File: src/rtl/pipe_hazard_ctrl_if.sv
// Hazard-controller bundle: datapath hazard fields in, stage enable/flush controls out.
// The master side is the datapath; the slave side is pipe_hazard_ctrl.
interface pipe_hazard_ctrl_if #(
  parameter int unsigned REG_AW = 5
);
  logic [REG_AW-1:0] id_rs1;
  logic [REG_AW-1:0] id_rs2;
  logic              ex_memread;
  logic [REG_AW-1:0] ex_rd;
  logic              ex_redirect;
  logic              mem_req;
  logic              dmem_ready;

  logic              pc_en;
  logic              if_id_en;
  logic              if_id_flush;
  logic              id_ex_en;
  logic              id_ex_flush;
  logic              ex_mem_en;
  logic              mem_wb_en;
  logic              mem_wb_flush;
  logic              mem_timeout;
  logic [1:0]        ctrl_state;

  modport master (
    output id_rs1, id_rs2, ex_memread, ex_rd, ex_redirect, mem_req, dmem_ready,
    input  pc_en, if_id_en, if_id_flush, id_ex_en, id_ex_flush, ex_mem_en, mem_wb_en,
           mem_wb_flush, mem_timeout, ctrl_state
  );

  modport slave (
    input  id_rs1, id_rs2, ex_memread, ex_rd, ex_redirect, mem_req, dmem_ready,
    output pc_en, if_id_en, if_id_flush, id_ex_en, id_ex_flush, ex_mem_en, mem_wb_en,
           mem_wb_flush, mem_timeout, ctrl_state
  );
endinterface

File: src/rtl/pipe_hazard_ctrl.sv
// Stall/flush sequencer for the 5-stage pipeline: load-use, redirect, data-memory wait and timeout.
// Define PIPE_PERF_CNT_EN to add the stall_cycles / flush_events performance counters.
module pipe_hazard_ctrl #(
  parameter int unsigned REG_AW      = 5,
  parameter int unsigned MEM_TIMEOUT = 15
`ifdef PIPE_PERF_CNT_EN
  ,
  parameter int unsigned CNT_W       = 32
`endif
) (
  input  logic              clk,
  input  logic              reset,
  pipe_hazard_ctrl_if.slave hz
`ifdef PIPE_PERF_CNT_EN
  ,
  output logic [CNT_W-1:0]  stall_cycles,
  output logic [CNT_W-1:0]  flush_events
`endif
);

  typedef enum logic [1:0] {
    StRun     = 2'd0,
    StMemWait = 2'd1,
    StError   = 2'd2,
    StUnused  = 2'd3
  } state_e;

  state_e      state_q, state_d;
  logic [7:0]  wait_cnt_q, wait_cnt_d;
  logic        timeout_q, timeout_d;

  logic [REG_AW-1:0] rs1, rs2, rd;
  logic        load_use;
  logic        run_rules, mem_stall, redirect, lu_stall, dead;
  logic        pc_en, if_id_en, if_id_flush, id_ex_en, id_ex_flush;
  logic        ex_mem_en, mem_wb_en, mem_wb_flush;

  assign rs1      = hz.id_rs1;
  assign rs2      = hz.id_rs2;
  assign rd       = hz.ex_rd;
  assign load_use = hz.ex_memread && (rd != '0) && ((rd == rs1) || (rd == rs2));

  always_comb begin
    state_d    = state_q;
    wait_cnt_d = wait_cnt_q;
    timeout_d  = timeout_q;
    run_rules  = 1'b0;
    mem_stall  = 1'b0;
    redirect   = 1'b0;
    lu_stall   = 1'b0;
    dead       = 1'b0;

    case (state_q)
      StRun: run_rules = 1'b1;
      StMemWait: begin
        if (hz.dmem_ready) begin
          run_rules  = 1'b1;
          state_d    = StRun;
          wait_cnt_d = '0;
        end else begin
          mem_stall = 1'b1;
          if (wait_cnt_q == 8'(MEM_TIMEOUT)) begin
            state_d   = StError;
            timeout_d = 1'b1;
          end else if (wait_cnt_q != 8'hff) begin
            wait_cnt_d = wait_cnt_q + 8'd1;
          end
        end
      end
      default: dead = 1'b1;
    endcase

    // Memory stall outranks redirect, which in turn squashes a wrong-path load-use.
    if (run_rules) begin
      if (hz.mem_req && !hz.dmem_ready) begin
        mem_stall  = 1'b1;
        state_d    = StMemWait;
        wait_cnt_d = 8'd1;
      end else if (hz.ex_redirect) begin
        redirect = 1'b1;
      end else if (load_use) begin
        lu_stall = 1'b1;
      end
    end

    pc_en        = 1'b1;
    if_id_en     = 1'b1;
    if_id_flush  = 1'b0;
    id_ex_en     = 1'b1;
    id_ex_flush  = 1'b0;
    ex_mem_en    = 1'b1;
    mem_wb_en    = 1'b1;
    mem_wb_flush = 1'b0;

    if (redirect) begin
      if_id_flush = 1'b1;
      id_ex_flush = 1'b1;
    end
    if (lu_stall) begin
      pc_en       = 1'b0;
      if_id_en    = 1'b0;
      id_ex_flush = 1'b1;
    end
    if (mem_stall || dead || reset) begin
      pc_en     = 1'b0;
      if_id_en  = 1'b0;
      id_ex_en  = 1'b0;
      ex_mem_en = 1'b0;
      mem_wb_en = 1'b0;
    end
    if (mem_stall) mem_wb_flush = 1'b1;
    if (dead) begin
      if_id_flush = 1'b0;
      id_ex_flush = 1'b0;
    end
    if (reset) begin
      if_id_flush  = 1'b1;
      id_ex_flush  = 1'b1;
      mem_wb_flush = 1'b1;
    end
  end

  always_ff @(posedge clk) begin
    if (reset) begin
      state_q    <= StRun;
      wait_cnt_q <= '0;
      timeout_q  <= 1'b0;
    end else begin
      state_q    <= state_d;
      wait_cnt_q <= wait_cnt_d;
      timeout_q  <= timeout_d;
    end
  end

  assign hz.pc_en        = pc_en;
  assign hz.if_id_en     = if_id_en;
  assign hz.if_id_flush  = if_id_flush;
  assign hz.id_ex_en     = id_ex_en;
  assign hz.id_ex_flush  = id_ex_flush;
  assign hz.ex_mem_en    = ex_mem_en;
  assign hz.mem_wb_en    = mem_wb_en;
  assign hz.mem_wb_flush = mem_wb_flush;
  assign hz.mem_timeout  = timeout_q;
  assign hz.ctrl_state   = reset ? StRun : state_q;

`ifdef PIPE_PERF_CNT_EN
  logic [CNT_W-1:0] stall_q, flush_q;
  logic             count_stall;

  assign count_stall = !reset && !dead && !pc_en;

  always_ff @(posedge clk) begin
    if (reset) begin
      stall_q <= '0;
      flush_q <= '0;
    end else begin
      if (count_stall) stall_q <= stall_q + CNT_W'(1);
      if (redirect)    flush_q <= flush_q + CNT_W'(1);
    end
  end

  assign stall_cycles = stall_q;
  assign flush_events = flush_q;
`endif

endmodule

File: src/flat_wrapper.sv
// flat-port wrapper written by rule: the top's interface ports become plain ports
module pipe_hazard_ctrl_flat 
#(
  parameter int unsigned REG_AW      = 5,
  parameter int unsigned MEM_TIMEOUT = 15

)
  (clk, reset, hz_id_rs1, hz_id_rs2, hz_ex_memread, hz_ex_rd, hz_ex_redirect, hz_mem_req, hz_dmem_ready, hz_pc_en, hz_if_id_en, hz_if_id_flush, hz_id_ex_en, hz_id_ex_flush, hz_ex_mem_en, hz_mem_wb_en, hz_mem_wb_flush, hz_mem_timeout, hz_ctrl_state);
  pipe_hazard_ctrl_if #(.REG_AW(REG_AW)) hz_i ();
  input  logic clk;
  input  logic reset;
  input wire logic [$bits(hz_i.id_rs1)-1:0] hz_id_rs1;
  input wire logic [$bits(hz_i.id_rs2)-1:0] hz_id_rs2;
  input wire logic [$bits(hz_i.ex_memread)-1:0] hz_ex_memread;
  input wire logic [$bits(hz_i.ex_rd)-1:0] hz_ex_rd;
  input wire logic [$bits(hz_i.ex_redirect)-1:0] hz_ex_redirect;
  input wire logic [$bits(hz_i.mem_req)-1:0] hz_mem_req;
  input wire logic [$bits(hz_i.dmem_ready)-1:0] hz_dmem_ready;
  output wire logic [$bits(hz_i.pc_en)-1:0] hz_pc_en;
  output wire logic [$bits(hz_i.if_id_en)-1:0] hz_if_id_en;
  output wire logic [$bits(hz_i.if_id_flush)-1:0] hz_if_id_flush;
  output wire logic [$bits(hz_i.id_ex_en)-1:0] hz_id_ex_en;
  output wire logic [$bits(hz_i.id_ex_flush)-1:0] hz_id_ex_flush;
  output wire logic [$bits(hz_i.ex_mem_en)-1:0] hz_ex_mem_en;
  output wire logic [$bits(hz_i.mem_wb_en)-1:0] hz_mem_wb_en;
  output wire logic [$bits(hz_i.mem_wb_flush)-1:0] hz_mem_wb_flush;
  output wire logic [$bits(hz_i.mem_timeout)-1:0] hz_mem_timeout;
  output wire logic [$bits(hz_i.ctrl_state)-1:0] hz_ctrl_state;
  assign hz_i.id_rs1 = hz_id_rs1;
  assign hz_i.id_rs2 = hz_id_rs2;
  assign hz_i.ex_memread = hz_ex_memread;
  assign hz_i.ex_rd = hz_ex_rd;
  assign hz_i.ex_redirect = hz_ex_redirect;
  assign hz_i.mem_req = hz_mem_req;
  assign hz_i.dmem_ready = hz_dmem_ready;
  assign hz_pc_en = hz_i.pc_en;
  assign hz_if_id_en = hz_i.if_id_en;
  assign hz_if_id_flush = hz_i.if_id_flush;
  assign hz_id_ex_en = hz_i.id_ex_en;
  assign hz_id_ex_flush = hz_i.id_ex_flush;
  assign hz_ex_mem_en = hz_i.ex_mem_en;
  assign hz_mem_wb_en = hz_i.mem_wb_en;
  assign hz_mem_wb_flush = hz_i.mem_wb_flush;
  assign hz_mem_timeout = hz_i.mem_timeout;
  assign hz_ctrl_state = hz_i.ctrl_state;
  pipe_hazard_ctrl #(.REG_AW(REG_AW), .MEM_TIMEOUT(MEM_TIMEOUT)) u_core (.clk(clk), .reset(reset), .hz(hz_i));
endmodule
File: config.mk
export PLATFORM = sky130hd
export DESIGN_NAME = pipe_hazard_ctrl_flat
export DESIGN_NICKNAME = d
export VERILOG_FILES = /design/src/rtl/pipe_hazard_ctrl_if.sv /design/src/rtl/pipe_hazard_ctrl.sv /design/src/flat_wrapper.sv
export SDC_FILE = /design/constraint.sdc
export NUM_CORES = 1
export LEC_CHECK = 0
export CORE_ASPECT_RATIO = 1.2
export CORE_MARGIN = 5
export CORE_UTILIZATION = 43
export DETAILED_ROUTE_END_ITERATION = 8
export HOLD_SLACK_MARGIN = 0.08
export MAX_ROUTING_LAYER = met4
export PLACE_DENSITY = 0.75
export SYNTH_ARGS = -nofsm -noshare
export SYNTH_HDL_FRONTEND = slang
export SYNTH_SLANG_ARGS = --single-unit
File: constraint.sdc
create_clock -name clk -period 2 [get_ports clk]
set_input_delay 0.4 -clock clk [delete_from_list [all_inputs] [get_ports clk]]
set_output_delay 0.4 -clock clk [all_outputs]
set_load 0.05 [all_outputs]
==> run_1/sizing.png <==
Bar = 20 um.
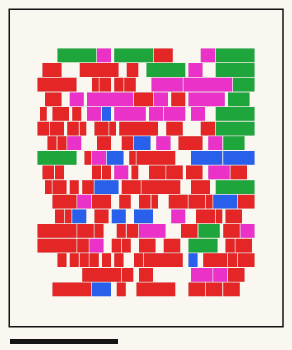
red -> x1 and smaller  # cells 99, share 65%
magenta -> x3 and x4  # cells 27, share 18%
green -> x6 and larger  # cells 14, share 9.2%
blue -> x2  # cells 12, share 7.9%

==> run_1/layers.png <==
Bar = 20 um.
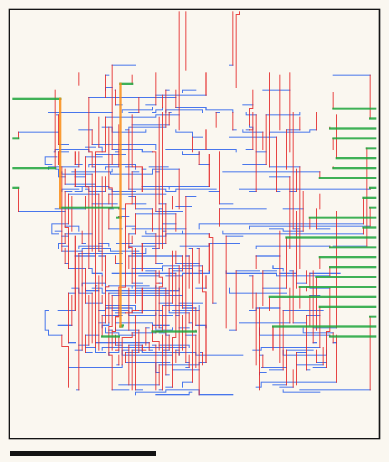
green -> M3  # wire length 178 um
red -> M2  # wire length 1,220 um
orange -> M4  # wire length 48.3 um
blue -> M1  # wire length 1,050 um

==> flow_summary.toml, run 1 <==
# physical design summary
[critical_path]
rr_startpoint = "u_core.wait_cnt_q[3]"
crit_path_max_fanout = 2
critical_path_class = "in2out"
start_kind = "input port"
worst_path_max_delay_cell = "sky130_fd_sc_hd__or4_4"
crit_family = "simple AND/OR/NAND/NOR gates"
critical_path_required_ns = 1.60
worstPathCellList = "buf_8 -> or4_4 -> nor2_4 -> nor4bb_4 -> a21o_1 -> buf_12"
crit_path_end_kind = "output port"
buffer_and_inverter_tally_for_the_worst_setup_path = 2
critical_path.startpoint = "hz_ex_rd[0]"
critPathArrivalTime_ns = 1.62
timing.critical_path.slowest_cell_delay_ns = 0.54

[sta]
fin_skew_ns = 0.006490
setup_repair_after_global_routing_missed_its_margin = "yes"
max_slew_margin_pct = 67.06
setup_violations = 1
slew_violations = 0
worst_case_setup_margin_in_the_final_layout_ns = -0.01529
layout_worst_path_cycle_share_pct = 100.8
final.hold.worst_slack_ns = 0.4819
fin_tns_setup_ns = -0.01529
worst_slew_pin_tran_ns = 0.4925
finalHoldViolCount = 0
final.min_clock_period_ns = 2.015
max_freq_mhz = 496.2

[global_routing]
grt_usage_pct = 18.17
first_global_vias = 958
antenna_found_initial = 0
grt_start_max_net_pins = 13
wire_length_of_the_first_global_routing_pass_um = 4140
grt_overflow = 0

[pwr]
totalPowerFinal_uw = 637.1
leakage_nw = 0.6255
power.density_mw_per_mm2 = 427.5
highest_ir_drop_seen_on_vdd_mv = 0.4067

[detailed_routing]
drt_drc_violations_left = 0
detail-route-antenna-nets = 0
routedWlPerCell_um = 14.58
routed_wl_um = 2494
detailedRoute.firstIterationViolations = 17
vias = 995
vias_per_cell = 5.819
detail_route.first_pass.iterations = 4

[cts]
cts.reportedPaths.clkPinSlew_ns = 0.07
cts_made_buffers = 3
cts_tree = "yes"
cts_root_buf = "sky130_fd_sc_hd__clkbuf_4"
clock_sink_count = 11
postCtsSetupRepairBufs = 1
htreeDepth = 1
cts_buffer_depth = 2
post_cts_hold_buffer_count = 0
cts_resized = 41
clk-insertion-delay-late_ns = 0.28

[synth]
synth_cell_types = 43
synthMuxAreaShare_pct = 0
share_of_synthesized_area_occupied_by_flip_flops_and_latches_pct = 25.84
xor_share_pct = 10.28
synth.cellmix.simpleShare_pct = 36.56
number_of_flops_mapped_to_enable_cells_by_yosys = 0
async_flop_share_pct = 0
synthesis.area_per_instance_um2 = 8.038
chip_area_estimate_from_yosys_synthesis_um2 = 852.1
synth_compound_gate_area_share_pct = 19.97
synthesis.nets = 128
yosys_synthesis_warning_count = 0
yosysCellCount = 106
postSynthCellCount = 106
synth.comb.largest_family = "simple AND/OR/NAND/NOR gates"
ys_dominant_reg_cell = "sky130_fd_sc_hd__dfxtp_1"
adder_and_majority_gate_portion_of_the_synthesized_area_pct = 1.468
total_of_flip_flops_plus_latches_after_synthesis = 11
cell_area_after_technology_mapping_um2 = 852.1

[layout]
area_growth_from_synthesis_to_final_layout_pct = 74.89
layout-drive-gt1-share_pct = 34.87
final_area_mm2 = 0.001490
post-route-util_pct = 79.61
number_of_inserted_diodes = 0
net_total_in_the_final_layout = 175
finalNonFillerCells = 171

[status]
outcome = "complete, but fails checks"
failed_checks = "setup timing"

[place]
dpl-instance-area_mm2 = 0.001380
hpwl_um = 2003
finalWeightedCongestion = 0.8567
number_of_instances_in_the_placed_design = 166
placement.io_buffers = 31
pre_cts_ws_ns = -0.5521

[job]
drv_cap = 0
tool_warnings = 29

[die]
fp_util_pct = 45.52
die_area_mm2 = 0.002976
die.size.x_um = 50.64
boundaryPins = 32
core_mm2 = 0.001872
chipHeight_um = 58.77
placement_rows = 17

[worst_hold_path]
hold_start = "u_core.hz.mem_timeout"
worstHoldPathType = "reg2reg"
==> run_1/pinout.png <==
Bar = 20 um. Pins as bars across the die edge, other pins in grey.
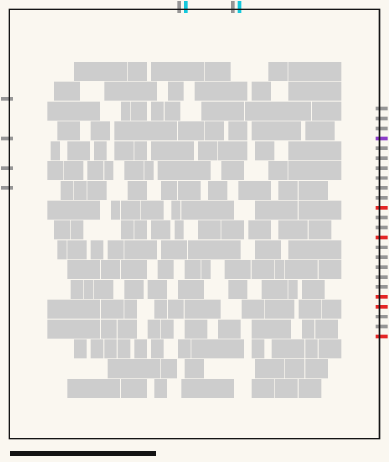
cyan -> `hz_ctrl_state`  # pins 2, direction output, edge top
purple -> `hz_id_ex_en`  # pins 1, direction output, edge right
red -> `hz_ex_rd`  # pins 5, direction input, edge right
all pins by edge = 24 right, 4 left, 4 top

-- run 1: synthesized netlist by cell type (2+ instances only) --
cell type                   n  area, um^2
sky130_fd_sc_hd__nor3_1     5       25.02
sky130_fd_sc_hd__nand4_1    4       25.02
sky130_fd_sc_hd__a31oi_1    2       12.51
sky130_fd_sc_hd__nand2_1    4       15.01
sky130_fd_sc_hd__and3_2     2       15.01
sky130_fd_sc_hd__nor2b_1    2       12.51
sky130_fd_sc_hd__a211oi_1   2       15.01
sky130_fd_sc_hd__a21o_1     2       15.01
sky130_fd_sc_hd__o21ai_0    4       20.02
sky130_fd_sc_hd__xnor2_1   10       87.58
sky130_fd_sc_hd__or4_1      3       22.52
sky130_fd_sc_hd__inv_1      2       7.510
sky130_fd_sc_hd__and3_1     2       12.51
sky130_fd_sc_hd__buf_4      3       22.52
sky130_fd_sc_hd__dfxtp_1   11       220.2
sky130_fd_sc_hd__nor2_1     8       30.03
sky130_fd_sc_hd__a21oi_1    7       35.03
sky130_fd_sc_hd__nand3_1    8       40.04
-- run 1: per-layer routing --
metal  vias to the layer above  routed length [um]  track usage, %
met1                       462                1048           20.76
met3                         5                 177           3.038
met2                        35                1220           30.67
li1                        493                   -               -
met5                         -                   0               -
met4                         0                  48           8.029
-- run 1: registers in the layout, indices dropped and copies added, names as in the netlist --
name and cells:
u_core.hz.mem_timeout 1, u_core.wait_cnt_q 8, u_core.state_q 2
-- run 1: logic make-up (layout without fill, tap and decap cells) --
kind of cell / after synthesis / in the layout
compound gates: 25 / 25
xor+xnor: 10 / 10
fa+ha+maj: 1 / 1
buf+inv: 8 / 54
flops: 11 / 11
simple gates: 51 / 51
-- run 1: worst paths after layout --
| check | end | slack [ns] | depth (start not counted) |
|---|---|---|---|
| min | u_core.hz.mem_timeout | 0.48 | 2 |
| max | hz_id_ex_flush | -0.02 | 6 |
| min reg2reg | u_core.hz.mem_timeout | 0.48 | 2 |
| max reg2reg | u_core.wait_cnt_q[5] | 0.33 | 4 |
-- run 1: area by class of cell --
type	count	area, um^2
Clock buffer	3	22.52
Clock inverter	1	5.005
Fill cell	136	381.6
Inverter	2	7.507
Multi-Input combinational cell	87	680.7
Sequential cell	11	220.2
Tap cell	19	23.77
Timing Repair Buffer	48	530.5
-- run 1: placed cells by master (no fill, tap or decap), types with 4 or more instances in the layout --
cell type,Yosys,layout
sky130_fd_sc_hd__a21oi_1,7,7
sky130_fd_sc_hd__buf_12,0,9
sky130_fd_sc_hd__buf_6,0,4
sky130_fd_sc_hd__nand3_1,8,8
sky130_fd_sc_hd__dlygate4sd2_1,0,10
sky130_fd_sc_hd__dfxtp_1,11,11
sky130_fd_sc_hd__nor3_1,5,4
sky130_fd_sc_hd__clkdlybuf4s50_1,0,4
sky130_fd_sc_hd__buf_4,3,15
sky130_fd_sc_hd__nand4_1,4,4
sky130_fd_sc_hd__nor2_1,8,6
sky130_fd_sc_hd__xnor2_1,10,8
sky130_fd_sc_hd__nand2_1,4,4
-- run 1: report_power, final --
group	total, mW	internal (mW)	switching, mW
sequential	0.225	0.222	0.00324
clock	0.159	0.0743	0.0847
combinational	0.253	0.135	0.118
==> inputs of run 2 (changes only) <==
--- a/config.mk
+++ b/config.mk
@@ -8,6 +8,7 @@
 export CORE_ASPECT_RATIO = 1.2
 export CORE_MARGIN = 5
 export CORE_UTILIZATION = 43
+export CTS_CLUSTER_SIZE = 28
 export DETAILED_ROUTE_END_ITERATION = 8
 export HOLD_SLACK_MARGIN = 0.08
 export MAX_ROUTING_LAYER = met4
==> run_2/sizing.png <==
Bar = 20 um.
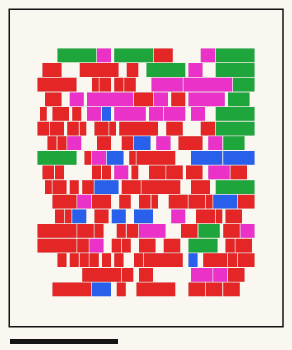
magenta -> x3 and x4  # cells 27, share 18%
blue -> x2  # cells 12, share 7.9%
green -> x6 and larger  # cells 14, share 9.2%
red -> x1 and smaller  # cells 99, share 65%

==> run_2/layers.png <==
Bar = 20 um.
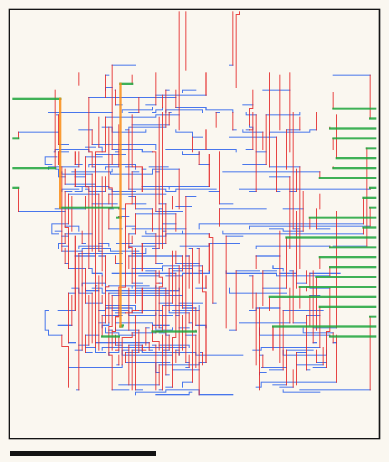
blue -> M1  # wire length 1,050 um
orange -> M4  # wire length 48.3 um
green -> M3  # wire length 178 um
red -> M2  # wire length 1,220 um

==> run 2 against run 1 <==
Net effect:
- the run still ends with setup timing left
- cell area stayed put
- routed wire length stayed put
- final cell count stayed put
- worst hold slack stayed put
- worst setup slack stayed put
- utilization stayed put
- combinational power hardly changed
- count of clock-buffer cells in the layout stayed put
- die area stayed put
==> flow_summary.toml, run 2 <==
# physical design summary
[status]
outcome = "complete, but fails checks"
failed_checks = "setup timing"

[cts]
clock_sink_count = 11
cts_root_buf = "sky130_fd_sc_hd__clkbuf_4"
cts_made_buffers = 3
cts_tree = "yes"
cts.reportedPaths.clkPinSlew_ns = 0.07
cts_buffer_depth = 2
htreeDepth = 1
clk-insertion-delay-late_ns = 0.28
post_cts_hold_buffer_count = 0

[detailed_routing]
routed_wl_um = 2494
routedWlPerCell_um = 14.58
drt_drc_violations_left = 0
detail_route.first_pass.iterations = 4
detailedRoute.firstIterationViolations = 17
vias_per_cell = 5.819
vias = 995
detail-route-antenna-nets = 0

[layout]
largest_register_ff_count = 8
num-fill-cells = 136
finalNonFillerCells = 171
number_of_inserted_diodes = 0
mostFrequentLayoutCell = "sky130_fd_sc_hd__buf_4"
net_total_in_the_final_layout = 175
final_area_mm2 = 0.001490
regMostFlops = "u_core.wait_cnt_q"
post-route-util_pct = 79.61
area_growth_from_synthesis_to_final_layout_pct = 74.89
layout.cells.most_common_list = "sky130_fd_sc_hd__buf_4 (15), sky130_fd_sc_hd__dfxtp_1 (11), sky130_fd_sc_hd__dlygate4sd2_1 (10), sky130_fd_sc_hd__buf_12 (9)"
layout-drive-gt1-share_pct = 34.87

[synth]
total_of_flip_flops_plus_latches_after_synthesis = 11
ys_dominant_reg_cell = "sky130_fd_sc_hd__dfxtp_1"
yosys_synthesis_warning_count = 0
synth_top_cell_by_count = "sky130_fd_sc_hd__dfxtp_1"
top_area_share_pct = 25.84
chip_area_estimate_from_yosys_synthesis_um2 = 852.1
number_of_flops_mapped_to_enable_cells_by_yosys = 0
synthesis.area_per_instance_um2 = 8.038
cell_area_after_technology_mapping_um2 = 852.1
yosysCellCount = 106
share_of_synthesized_area_occupied_by_flip_flops_and_latches_pct = 25.84
yosys-top-cells-count = "sky130_fd_sc_hd__dfxtp_1 (11), sky130_fd_sc_hd__xnor2_1 (10), sky130_fd_sc_hd__nand3_1 (8), sky130_fd_sc_hd__nor2_1 (8), sky130_fd_sc_hd__a21oi_1 (7)"
post_synth_main_area_contributors = "sky130_fd_sc_hd__dfxtp_1 (26%), sky130_fd_sc_hd__xnor2_1 (10%), sky130_fd_sc_hd__nand3_1 (4.7%)"
netlist.top_cell.by_area = "sky130_fd_sc_hd__dfxtp_1"
async_flop_share_pct = 0
synth_cell_types = 43
synthesis.nets = 128
postSynthCellCount = 106

[sta]
worst_case_setup_margin_in_the_final_layout_ns = -0.01529
max_slew_margin_pct = 67.06
slew_violations = 0
max_freq_mhz = 496.2
final.min_clock_period_ns = 2.015
layout_worst_path_cycle_share_pct = 100.8
fin_tns_setup_ns = -0.01529
fin_skew_ns = 0.006490
finalHoldViolCount = 0
setup_repair_after_global_routing_missed_its_margin = "yes"
final.hold.worst_slack_ns = 0.4819
setup_violations = 1
worst_slew_pin_tran_ns = 0.4925

[pwr]
power.internal_uw = 430.9
power_switching_uw = 206.2
power.density_mw_per_mm2 = 427.5
share_clk_of_total_power_pct = 25.0
switching_share_pct = 32.37
power_frac_seq_pct = 35.4
highest_ir_drop_seen_on_vdd_mv = 0.4067
leakage_nw = 0.6255
totalPowerFinal_uw = 637.1
power.share.combinational_pct = 39.7

[die]
boundaryPins = 32
placement_rows = 17
chipHeight_um = 58.77
fp_util_pct = 45.52
core_mm2 = 0.001872
die.size.x_um = 50.64
die_area_mm2 = 0.002976

[critical_path]
worstPathCellList = "buf_8 -> or4_4 -> nor2_4 -> nor4bb_4 -> a21o_1 -> buf_12"
start_kind = "input port"
crit_path_max_fanout = 2
crit_path_end_kind = "output port"
critical_path_required_ns = 1.60
critPathArrivalTime_ns = 1.62
critical_path_class = "in2out"
worst_path_max_delay_cell = "sky130_fd_sc_hd__or4_4"
timing.critical_path.slowest_cell_delay_ns = 0.54

[worst_hold_path]
worstHoldPathType = "reg2reg"

[place]
dpl-instance-area_mm2 = 0.001380
number_of_instances_in_the_placed_design = 166
placement.io_buffers = 31
hpwl_um = 2003
finalWeightedCongestion = 0.8567
pre_cts_ws_ns = -0.5521

[global_routing]
grt_start_max_net_pins = 13
wire_length_of_the_first_global_routing_pass_um = 4140
first_global_vias = 958
antenna_found_initial = 0
grt_overflow = 0
grt_usage_pct = 18.17

[job]
tool_warnings = 29
drv_cap = 0
==> run_2/pinout.png <==
Bar = 20 um. Pins as bars across the die edge, other pins in grey.
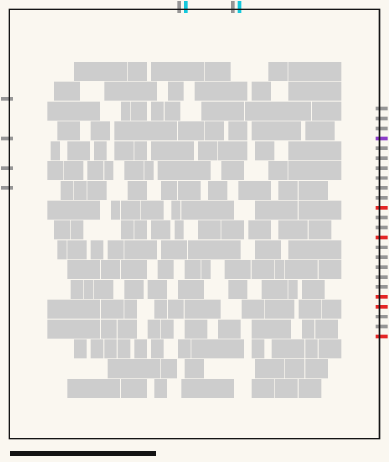
purple -> `hz_id_ex_en`  # pins 1, direction output, edge right
cyan -> `hz_ctrl_state`  # pins 2, direction output, edge top
red -> `hz_ex_rd`  # pins 5, direction input, edge right

run 2: layer usage:
| metal | share of wire, % | GRT usage [%] | wire length (um) | vias to the layer above |
|---|---|---|---|---|
| met3 | 7.1 | 3.038 | 177 | 5 |
| met1 | 42 | 20.76 | 1048 | 462 |
| met2 | 49 | 30.67 | 1220 | 35 |
| li1 | - | - | - | 493 |
| met5 | 0 | - | 0 | - |
| met4 | 1.9 | 8.029 | 48 | 0 |
run 2: worst max-delay path: cells and delay by family:
family	cells	cell delay, ns
AND-OR/OR-AND	1	0.21
buffers and inverters	2	0.24
AND/OR/NAND/NOR	3	0.76
run 2: timing repair:
item / CTS / global route
resized: 41 / 7
setup endpoints to repair: 7 / 4
pin swaps: 13 / 6
setup buffers: 1 / 0
run 2: final cells by class:
| type | count | area, um^2 | area share (%) |
|---|---|---|---|
| multi-input combinational | 87 | 680.7 | 45.68 |
| clock buffer | 3 | 22.52 | 1.511 |
| clock inverter | 1 | 5.005 | 0.3359 |
| sequential | 11 | 220.2 | 14.78 |
| timing repair buffer | 48 | 530.5 | 35.60 |
| inverter | 2 | 7.507 | 0.5038 |
| tap | 19 | 23.77 | 1.595 |
run 2: final timing paths:
kind | from | to | slack (ns) | cells past startpoint
worst max-delay path | hz_ex_rd[0] | hz_id_ex_flush | -0.02 | 6
worst min-delay path | u_core.hz.mem_timeout | u_core.hz.mem_timeout | 0.48 | 2
worst max register to register | u_core.wait_cnt_q[3] | u_core.wait_cnt_q[5] | 0.33 | 4
worst min register to register | u_core.hz.mem_timeout | u_core.hz.mem_timeout | 0.48 | 2
run 2: logic make-up (layout without fill, tap and decap cells):
| family | after synthesis | count (layout) | share of synthesized area [%] |
|---|---|---|---|
| and+or+nand+nor | 51 | 51 | 36.56 |
| AOI/OAI and AO/OA | 25 | 25 | 19.97 |
| DFF | 11 | 11 | 25.84 |
| xor gates and xnor gates | 10 | 10 | 10.28 |
| buffers and inverters | 8 | 54 | 5.873 |
| adders and majority gates | 1 | 1 | 1.468 |
run 2: power groups by stage:
stage | combinational, mW | sequential, mW | clock (mW)
5_1_grt | 0.268 | 0.226 | 0.172
4_1_cts | 0.248 | 0.225 | 0.164
3_3_place_gp | 0.238 | 0.230 | 0
3_5_place_dp | 0.242 | 0.231 | 0
6_report | 0.253 | 0.225 | 0.159
2_1_floorplan | 0.115 | 0.231 | 0
==> inputs of run 3 (changes only) <==
--- a/config.mk
+++ b/config.mk
@@ -6,13 +6,12 @@
 export NUM_CORES = 1
 export LEC_CHECK = 0
 export CORE_ASPECT_RATIO = 1.2
-export CORE_MARGIN = 5
 export CORE_UTILIZATION = 43
-export CTS_CLUSTER_SIZE = 28
 export DETAILED_ROUTE_END_ITERATION = 8
 export HOLD_SLACK_MARGIN = 0.08
 export MAX_ROUTING_LAYER = met4
 export PLACE_DENSITY = 0.75
+export RECOVER_POWER = 50
 export SYNTH_ARGS = -nofsm -noshare
 export SYNTH_HDL_FRONTEND = slang
 export SYNTH_SLANG_ARGS = --single-unit
==> run_3/pinout.png <==
Bar = 10 um. Pins as bars across the die edge, other pins in grey.
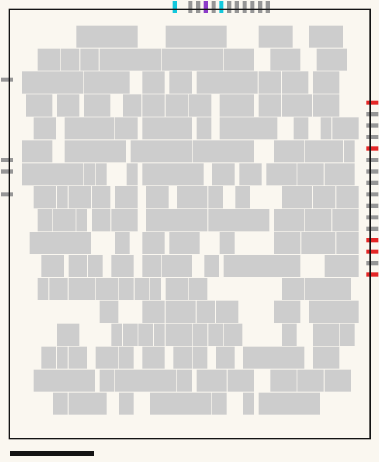
cyan -> `hz_ctrl_state`  # pins 2, direction output, edge top
purple -> `hz_id_ex_en`  # pins 1, direction output, edge top
red -> `hz_ex_rd`  # pins 5, direction input, edge right

==> run_3/layers.png <==
Bar = 10 um.
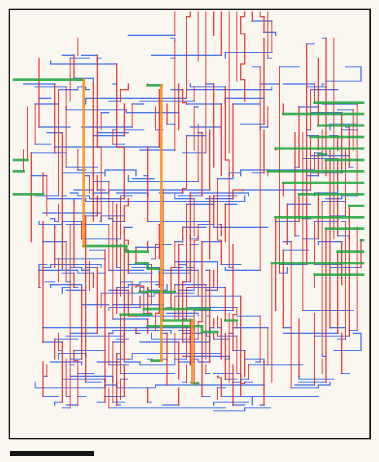
orange -> M4  # wire length 59.8 um
red -> M2  # wire length 1,430 um
blue -> M1  # wire length 968 um
green -> M3  # wire length 166 um

==> run 3 against run 2 <==
Net effect:
- the flow still finishes with violations (setup timing)
- worst setup slack worse by 0.091 ns
- sequential power is essentially flat
- synthesized area unchanged
- cell area is 3.3% lower
- first-iteration DRC count stayed put
- clock power is essentially flat
- synthesized cell count stayed put
- largest cell class unchanged
- largest power group unchanged
==> flow_summary.toml, run 3 <==
# physical design summary
[status]
outcome = "complete, but fails checks"
failed_checks = "setup timing"

[layout]
finalNonFillerCells = 172
largest_register_ff_count = 8
area_growth_from_synthesis_to_final_layout_pct = 69.16
layout-drive-gt1-share_pct = 31.37
mostFrequentLayoutCell = "sky130_fd_sc_hd__buf_4"
layout.cells.most_common_list = "sky130_fd_sc_hd__buf_4 (18), sky130_fd_sc_hd__dfxtp_1 (11), sky130_fd_sc_hd__clkdlybuf4s50_1 (10), sky130_fd_sc_hd__xnor2_1 (9)"
regMostFlops = "u_core.wait_cnt_q"
net_total_in_the_final_layout = 176
num-fill-cells = 133
number_of_inserted_diodes = 0

[job]
tool_warnings = 29
drv_cap = 0

[sta]
layout_worst_path_cycle_share_pct = 105.3
setup_repair_after_global_routing_missed_its_margin = "yes"
final.min_clock_period_ns = 2.106
max_freq_mhz = 474.9
finalHoldViolCount = 0
fin_skew_ns = 0.001778
final.hold.worst_slack_ns = 0.4926
setup_violations = 2
worst_case_setup_margin_in_the_final_layout_ns = -0.1058
max_slew_margin_pct = 64.69
worst_slew_pin_tran_ns = 0.5281
slew_violations = 0

[pwr]
share_clk_of_total_power_pct = 24.9
power.density_mw_per_mm2 = 441.6
switching_share_pct = 31.87
power.internal_uw = 433.7
power.share.combinational_pct = 39.7
leakage_nw = 0.5813
power_switching_uw = 202.9
highest_ir_drop_seen_on_vdd_mv = 0.3921
power_frac_seq_pct = 35.4
totalPowerFinal_uw = 636.5

[die]
fp_util_pct = 46.04
core_mm2 = 0.001851
die_area_mm2 = 0.002164
die.size.x_um = 42.64
chipHeight_um = 50.77
placement_rows = 17
boundaryPins = 32

[detailed_routing]
vias_per_cell = 5.890
vias = 1013
detail-route-antenna-nets = 0
drt_drc_violations_left = 0
routed_wl_um = 2624
detail_route.first_pass.iterations = 4
detailedRoute.firstIterationViolations = 17
routedWlPerCell_um = 15.26

[cts]
clk-insertion-delay-late_ns = 0.28
cts_tree = "yes"
cts_root_buf = "sky130_fd_sc_hd__clkbuf_4"
cts_made_buffers = 3
clock_sink_count = 11
post_cts_hold_buffer_count = 0
cts.reportedPaths.clkPinSlew_ns = 0.07
cts_buffer_depth = 2
htreeDepth = 1

[synth]
netlist.top_cell.by_area = "sky130_fd_sc_hd__dfxtp_1"
top_area_share_pct = 25.84
ys_dominant_reg_cell = "sky130_fd_sc_hd__dfxtp_1"
number_of_flops_mapped_to_enable_cells_by_yosys = 0
synth_cell_types = 43
postSynthCellCount = 106
synth_top_cell_by_count = "sky130_fd_sc_hd__dfxtp_1"
synthesis.nets = 128
post_synth_main_area_contributors = "sky130_fd_sc_hd__dfxtp_1 (26%), sky130_fd_sc_hd__xnor2_1 (10%), sky130_fd_sc_hd__nand3_1 (4.7%)"
synthesis.area_per_instance_um2 = 8.038
cell_area_after_technology_mapping_um2 = 852.1
total_of_flip_flops_plus_latches_after_synthesis = 11
share_of_synthesized_area_occupied_by_flip_flops_and_latches_pct = 25.84
chip_area_estimate_from_yosys_synthesis_um2 = 852.1
async_flop_share_pct = 0
yosysCellCount = 106
yosys_synthesis_warning_count = 0
yosys-top-cells-count = "sky130_fd_sc_hd__dfxtp_1 (11), sky130_fd_sc_hd__xnor2_1 (10), sky130_fd_sc_hd__nand3_1 (8), sky130_fd_sc_hd__nor2_1 (8), sky130_fd_sc_hd__a21oi_1 (7)"

[critical_path]
critical_path_required_ns = 1.60
critPathArrivalTime_ns = 1.71
crit_path_end_kind = "output port"
critical_path_class = "in2out"
start_kind = "input port"
crit_path_max_fanout = 2

[global_routing]
grt_start_max_net_pins = 10
wire_length_of_the_first_global_routing_pass_um = 4485
grt_overflow = 0
antenna_found_initial = 0
grt_usage_pct = 28.47
first_global_vias = 985

[place]
hpwl_um = 1940
pre_cts_ws_ns = -0.5179
placement.io_buffers = 31
number_of_instances_in_the_placed_design = 166
finalWeightedCongestion = 0.8359

[worst_hold_path]
worstHoldPathType = "reg2reg"
==> run_3/m3.png <==
Bar = 10 um.
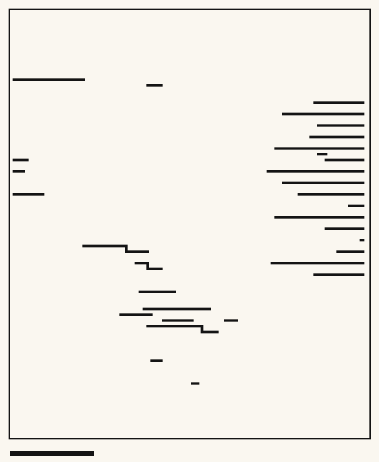
nets with wire on the layer = 28
share of all routed wire = 6.3%

[run 3: path summary, 6_finish.rpt]
kind                         startpoint                     to  slack, ns  cells after the start
setup reg to reg   u_core.wait_cnt_q[3]   u_core.wait_cnt_q[3]       0.26                      4
setup / recovery            hz_ex_rd[0]            hz_if_id_en      -0.11                      7
hold reg to reg   u_core.hz.mem_timeout  u_core.hz.mem_timeout       0.49                      2
hold / removal    u_core.hz.mem_timeout  u_core.hz.mem_timeout       0.49                      2
[run 3: kinds of logic after synthesis]
family | Yosys count | synth area share, %
and+or+nand+nor | 51 | 36.56
adders and majority gates | 1 | 1.468
buffers and inverters | 8 | 5.873
xor gates and xnor gates | 10 | 10.28
AOI/OAI and AO/OA | 25 | 19.97
DFF | 11 | 25.84
[run 3: stage by stage]
step	TNS, ns	cell area (um^2)	util (%)
finish	-0.2103	1441	77.89
global placement	-1.702	1368	73.90
detailed placement	-1.967	1368	73.90
CTS	-0.1996	1450	78.36
global route	-0.3254	1441	77.89
floorplan	-0.3534	880.8	-
[run 3: layout make-up]
| type | instances | area [um^2] | share of cell area [%] |
|---|---|---|---|
| well taps | 19 | 23.77 | 1.649 |
| clock buffers | 4 | 26.28 | 1.823 |
| repair buffers | 49 | 520.5 | 36.11 |
| inverters | 2 | 7.507 | 0.5208 |
| flip-flops and latches | 11 | 220.2 | 15.28 |
| multi-input cells | 87 | 643.1 | 44.62 |
[run 3: timing repair]
action                                  CTS  global route
endpoints found under the setup margin    7             3
pin swaps                                 9             2
gates resized                            36             0
buffers inserted                          1             1
[run 3: power groups by stage]
stage          registers (mW)  logic, mW  clock network (mW)
4_1_cts                 0.225      0.251               0.163
3_5_place_dp            0.230      0.241                   0
3_3_place_gp            0.230      0.237                   0
2_1_floorplan           0.231      0.115                   0
5_1_grt                 0.226      0.267               0.169
6_report                0.225      0.253               0.159
[run 3: metal layers]
metal	vias up	track usage (%)	routed length [um]
li1	493	-	-
met1	473	28.38	967
met2	40	51.52	1431
met3	7	5.036	166
met4	0	15.10	59
met5	-	-	0
[run 3: critical path: stages]
cell	delay (ns)
sky130_fd_sc_hd__buf_8	0.09
sky130_fd_sc_hd__or4_4	0.54
sky130_fd_sc_hd__nor2_4	0.13
sky130_fd_sc_hd__nor4bb_4	0.06
sky130_fd_sc_hd__buf_4	0.14
sky130_fd_sc_hd__a21boi_4	0.15
sky130_fd_sc_hd__buf_6	0.18
Power figures rest on the tool's default switching activity, not on a simulated workload.
